==> config.mk <==
export PLATFORM = sky130hd
export DESIGN_NAME = accum_drain_flat
export DESIGN_NICKNAME = d
export VERILOG_FILES = /design/src/rtl/accum_drain_pkg.sv /design/src/rtl/accum_drain_if.sv /design/src/rtl/accum_drain_fifo.sv /design/src/rtl/accum_drain.sv /design/src/flat_wrapper.sv
export SDC_FILE = /design/constraint.sdc
export NUM_CORES = 1
export LEC_CHECK = 0
export CAP_MARGIN = 15
export CORE_AREA = 2 2 189 191
export CTS_BUF_LIST = sky130_fd_sc_hd__clkbuf_16
export DETAILED_ROUTE_END_ITERATION = 8
export DIE_AREA = 0 0 191 193
export PLACE_DENSITY = 0.74
export SYNTH_ARGS = -nofsm -noshare
export SYNTH_HDL_FRONTEND = slang
export SYNTH_SLANG_ARGS = --single-unit
export TNS_END_PERCENT = 1
==> constraint.sdc <==
create_clock -name clk -period 12.7 [get_ports clk]
set_input_delay 1.905 -clock clk [delete_from_list [all_inputs] [get_ports clk]]
set_output_delay 1.905 -clock clk [all_outputs]
set_load 0.1 [all_outputs]
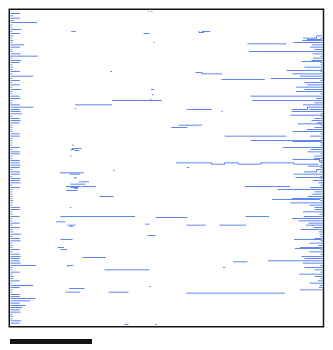
**Above:** run 1 (metal 3).
The bar under the picture is 50 µm long.
longest straight run	59.8 µm
main direction	horizontal
share of all routed wire	6.8%
nets with wire on the layer	284
drt total wl: 35600 µm
vias: 9345
met3 global-route usage: 0.0384

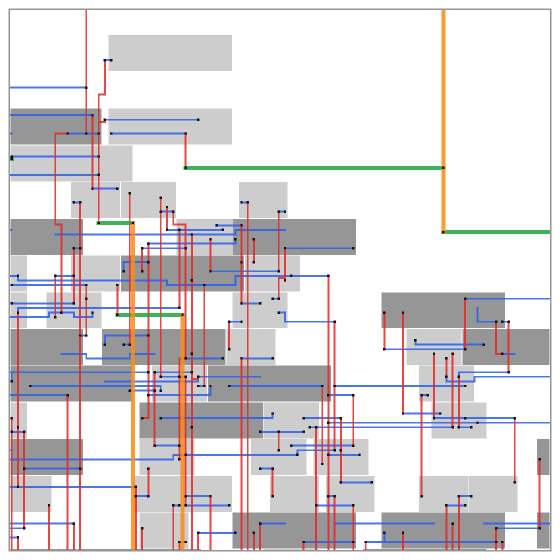
**Above:** run 1 (layout detail).
Region (76, 38) to (116, 78) µm. Cells in grey, sequential cells in the stronger grey; small squares are vias.
layer	colour
met3	green
met4	orange
met1	blue
met2	red
sequential cells in the window	14
cells with their middle in the window	42
most frequent	mux2_2 (13), dfrtp_1 (13), clkdlybuf4s50_1 (12)

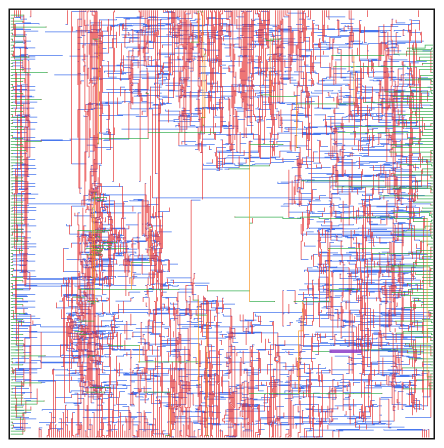
**Above:** run 1 (signal wires by layer).
layer	colour	wire length
met1	blue	14300 µm
met5	purple	12.9 µm
met3	green	2410 µm
met4	orange	649 µm
met2	red	18300 µm
WL/cell: 19.1 µm
Tot GR Track Use: 0.185

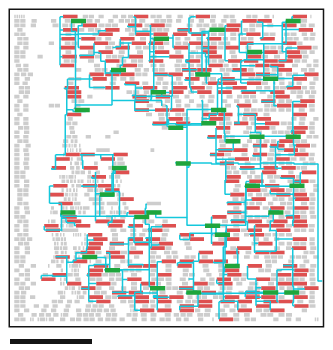
**Above:** run 1 (clock distribution).
The bar under the picture is 50 µm long.
[cells driving clock nets] green | count: 34
[flip-flops] red | count: 297
[clock wires] cyan | length: 3700 µm
flops lie	widely spread
routed clock nets	35
clk_lat worst skew: 0.50 ns
Final Skew: 0.0125 ns

==> flow_summary.json, run 1 <==
{
  "synth-edff-count": 0,
  "grt_max_degree": 188,
  "top_area_cell": "dfrtp_1",
  "mi_logic_area_um2": 5570,
  "yosys_area_um2": 14600,
  "postCtsHoldBufs": 0,
  "synthCells": 1101,
  "die-width_um": 191,
  "yosys_warnings": 0,
  "io_buffers": 463,
  "clock_sinks": 297,
  "flop_area_um2": 7440,
  "num_rows": 69,
  "place_ws_ns": 4.70,
  "logic_gates": 570,
  "gp_congestion": 0.819,
  "layout-drive-gt1-share": 0.322,
  "crit_required_ns": 10.80,
  "cts_tree": "yes",
  "outcome": "finished clean",
  "drtAntennaViolNets": 0,
  "cts-resized-gates": 0,
  "fillers": 2905,
  "nWellTaps": 461,
  "hold_path_class": "reg2reg",
  "antenna_found_initial": 1,
  "postCtsSetupBuffers": 0,
  "hold_violations": 0,
  "yosys_cells": 1101,
  "drv_cap": 0
}
[run 1: worst max-delay path: stages]
cell and delay, ns:
clkdlybuf4s50_1 0.41, and2_1 0.16, ha_1 0.27, inv_1 0.04
ha_1 0.18, fa_1 0.56, nor4b_4 0.44, nand2_2 0.35
inv_2 0.53, clkdlybuf4s50_1 1.25
[run 1: layout by cell type (no fill, tap or decap), types with 6 or more instances in the layout]
master	synthesis	routed
clkdlybuf4s50_1	0	463
mux2_2	397	397
dfrtp_1	297	296
clkbuf_16	0	35
nand2_1	33	32
inv_1	13	20
conb_1	1	16
nor2_1	12	12
nor3_1	10	10
clkinv_1	0	10
o21ai_0	8	8
nand4_1	6	6
nand3_1	6	6
a21oi_1	6	6
[run 1: Yosys cell counts (5+ instances only)]
| master | count |
|---|---|
| nor2_1 | 12 |
| inv_1 | 13 |
| a21oi_1 | 6 |
| ha_1 | 5 |
| clkbuf_1 | 17 |
| mux2_2 | 397 |
| nand3_1 | 6 |
| buf_4 | 183 |
| nor4_1 | 5 |
| dfrtp_1 | 297 |
| nand2_1 | 33 |
| a221o_1 | 5 |
| nor3_1 | 10 |
| xor2_1 | 5 |
| buf_1 | 9 |
| nand4_1 | 6 |
| o21ai_0 | 8 |
| o211ai_1 | 5 |
| buf_2 | 24 |
[run 1: cell families after synthesis]
group                      share of synthesized area
AOI/OAI and AO/OA                             0.0210
xor gates and xnor gates                     0.00531
adders and majority gates                    0.00566
buffers and inverters                          0.114
DFF                                            0.509
muxes                                          0.307
other                                       0.000257
and+or+nand+nor                               0.0377
[run 1: metal layers]
metal / part of all wire / GRT usage
met1: 0.40 / 0.221
met2: 0.51 / 0.338
met3: 0.068 / 0.0384
met4: 0.018 / 0.0474
met5: 0.00034 / 0
==> run 2: changes to the inputs <==
==> constraint.sdc (replaced) <==
create_clock -name clk -period 7.4 [get_ports clk]
set_input_delay 1.11 -clock clk [delete_from_list [all_inputs] [get_ports clk]]
set_output_delay 1.11 -clock clk [all_outputs]
set_load 0.1 [all_outputs]
==> flow_summary.json, run 2 <==
{
  "slew_headroom": 0.258,
  "layout-drive-gt1-share": 0.337,
  "cts_max_level": 2,
  "io_buffers": 463,
  "mi_logic_area_um2": 5570,
  "topCellsByArea": "dfrtp_1, mux2_2, buf_4, nand2_1, buf_2",
  "yosys_warnings": 0,
  "placed_area_um2": 18300,
  "outcome": "finished clean",
  "antenna_found_initial": 4,
  "cts_tree": "yes",
  "cp_max_fo": 30,
  "finalClockSkew_ns": 0.0108,
  "hold_violations": 0,
  "flop_area_um2": 7440,
  "crit_required_ns": 6.29,
  "yosys.cell_count.top_type": "mux2_2",
  "yosys_area_um2": 14600,
  "clock_sinks": 297,
  "top_cell_area_share": 0.509,
  "die-width_um": 191,
  "clock_latency_ns": 0.51,
  "coreArea_um2": 35000,
  "top_area_cell": "dfrtp_1",
  "synth-edff-count": 0,
  "synth_area_um2": 14600,
  "yosysUniqueCellTypes": 54,
  "grt_max_degree": 183,
  "critPathKind": "in2out",
  "lay_top_count": "clkdlybuf4s50_1",
  "ys.flop_type": "dfrtp_1",
  "postCtsSetupBuffers": 0,
  "gp_congestion": 0.814,
  "num_rows": 69,
  "final_cell_mix": "clkdlybuf4s50_1, mux2_2, dfrtp_1",
  "fillers": 2929,
  "yosys_cells": 1101,
  "area_growth_pct": 32.4,
  "top_cells_by_count": "mux2_2, dfrtp_1, buf_4, nand2_1, buf_2",
  "cts-resized-gates": 0,
  "hold_path_class": "reg2reg",
  "clk_path_buf_depth": 3,
  "period_used_share": 0.745,
  "fmax_ghz": 0.181,
  "synthCells": 1101,
  "drtAntennaViolNets": 0,
  "postCtsHoldBufs": 0,
  "end_kind": "output pin",
  "root_buffer": "clkbuf_16",
  "warnings": 29,
  "rsz0062_at_grt": "false",
  "drv_cap": 0,
  "drcViolationCount": 0,
  "layout_min_cycle_time_ns": 5.52,
  "layout.nets": 1545
}
[run 2: final cells by class]
cell class	count	share of cell area
diodes	3	0.000388
inverters	14	0.00291
clock buffers	37	0.0479
flip-flops and latches	297	0.385
multi-input cells	570	0.288
clock inverters	22	0.00492
well taps	461	0.0298
repair buffers	469	0.241
[run 2: kinds of logic after synthesis]
kind of cell	Yosys count	synth area share
adder cells (fa/ha/maj)	6	0.00566
other	1	0.000257
flip-flops	297	0.509
AND-OR/OR-AND	43	0.0210
buffers and inverters	249	0.114
XOR/XNOR	8	0.00531
AND/OR/NAND/NOR	99	0.0377
multiplexers	398	0.307
[run 2: metal layers]
layer / global-route usage / up-vias / part of all wire
li1: - / 4245 / -
met1: 0.214 / 4667 / 0.40
met2: 0.333 / 351 / 0.51
met3: 0.0335 / 73 / 0.060
met4: 0.0733 / 2 / 0.030
met5: 0 / - / 0.00036
[run 2: critical path, stage by stage]
cell and delay, ns:
clkdlybuf4s50_1 0.39, and2_1 0.16, ha_1 0.28, inv_1 0.04
ha_1 0.18, fa_1 0.56, nor4b_4 0.45, nand2_2 0.34
inv_2 0.49, buf_4 0.39
[run 2: stage by stage]
| step | setup slack [ns] | cells | util |
|---|---|---|---|
| floorplan | 2.34 | 1116 | - |
| global placement | 2.01 | 1811 | 0.523 |
| detailed placement | 1.92 | 1811 | 0.523 |
| CTS | 1.92 | 1870 | 0.553 |
| global route | 1.73 | 1873 | 0.553 |
| finish | 1.88 | 1873 | 0.553 |
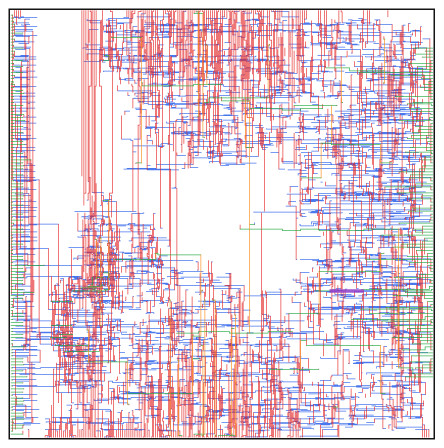
**Above:** run 2 (signal wires by layer).
layer	colour	wire length
met2	red	18400 µm
met5	purple	13.8 µm
met3	green	2170 µm
met4	orange	1080 µm
met1	blue	14200 µm
WL/cell: 19.2 µm
drt total wl: 35900 µm
vias: 9338
Tot GR Track Use: 0.184

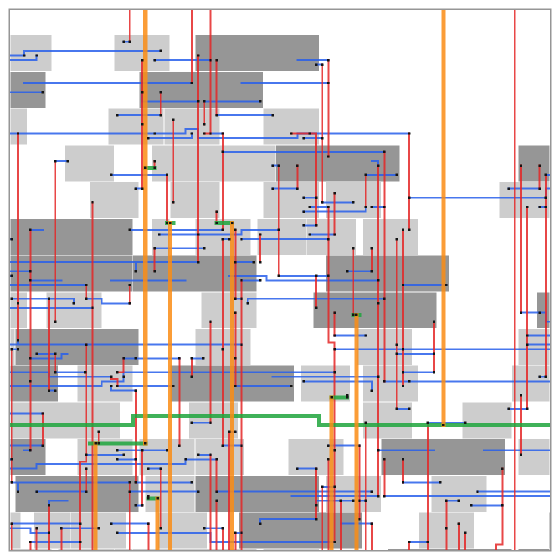
**Above:** run 2 (layout detail).
Region (76, 38) to (116, 78) µm. Cells in grey, sequential cells in the stronger grey; small squares are vias.
layer	colour
met3	green
met4	orange
met1	blue
met2	red
sequential cells in the window	14
cells with their middle in the window	56
most frequent	mux2_2 (24), clkdlybuf4s50_1 (13), dfrtp_1 (13)

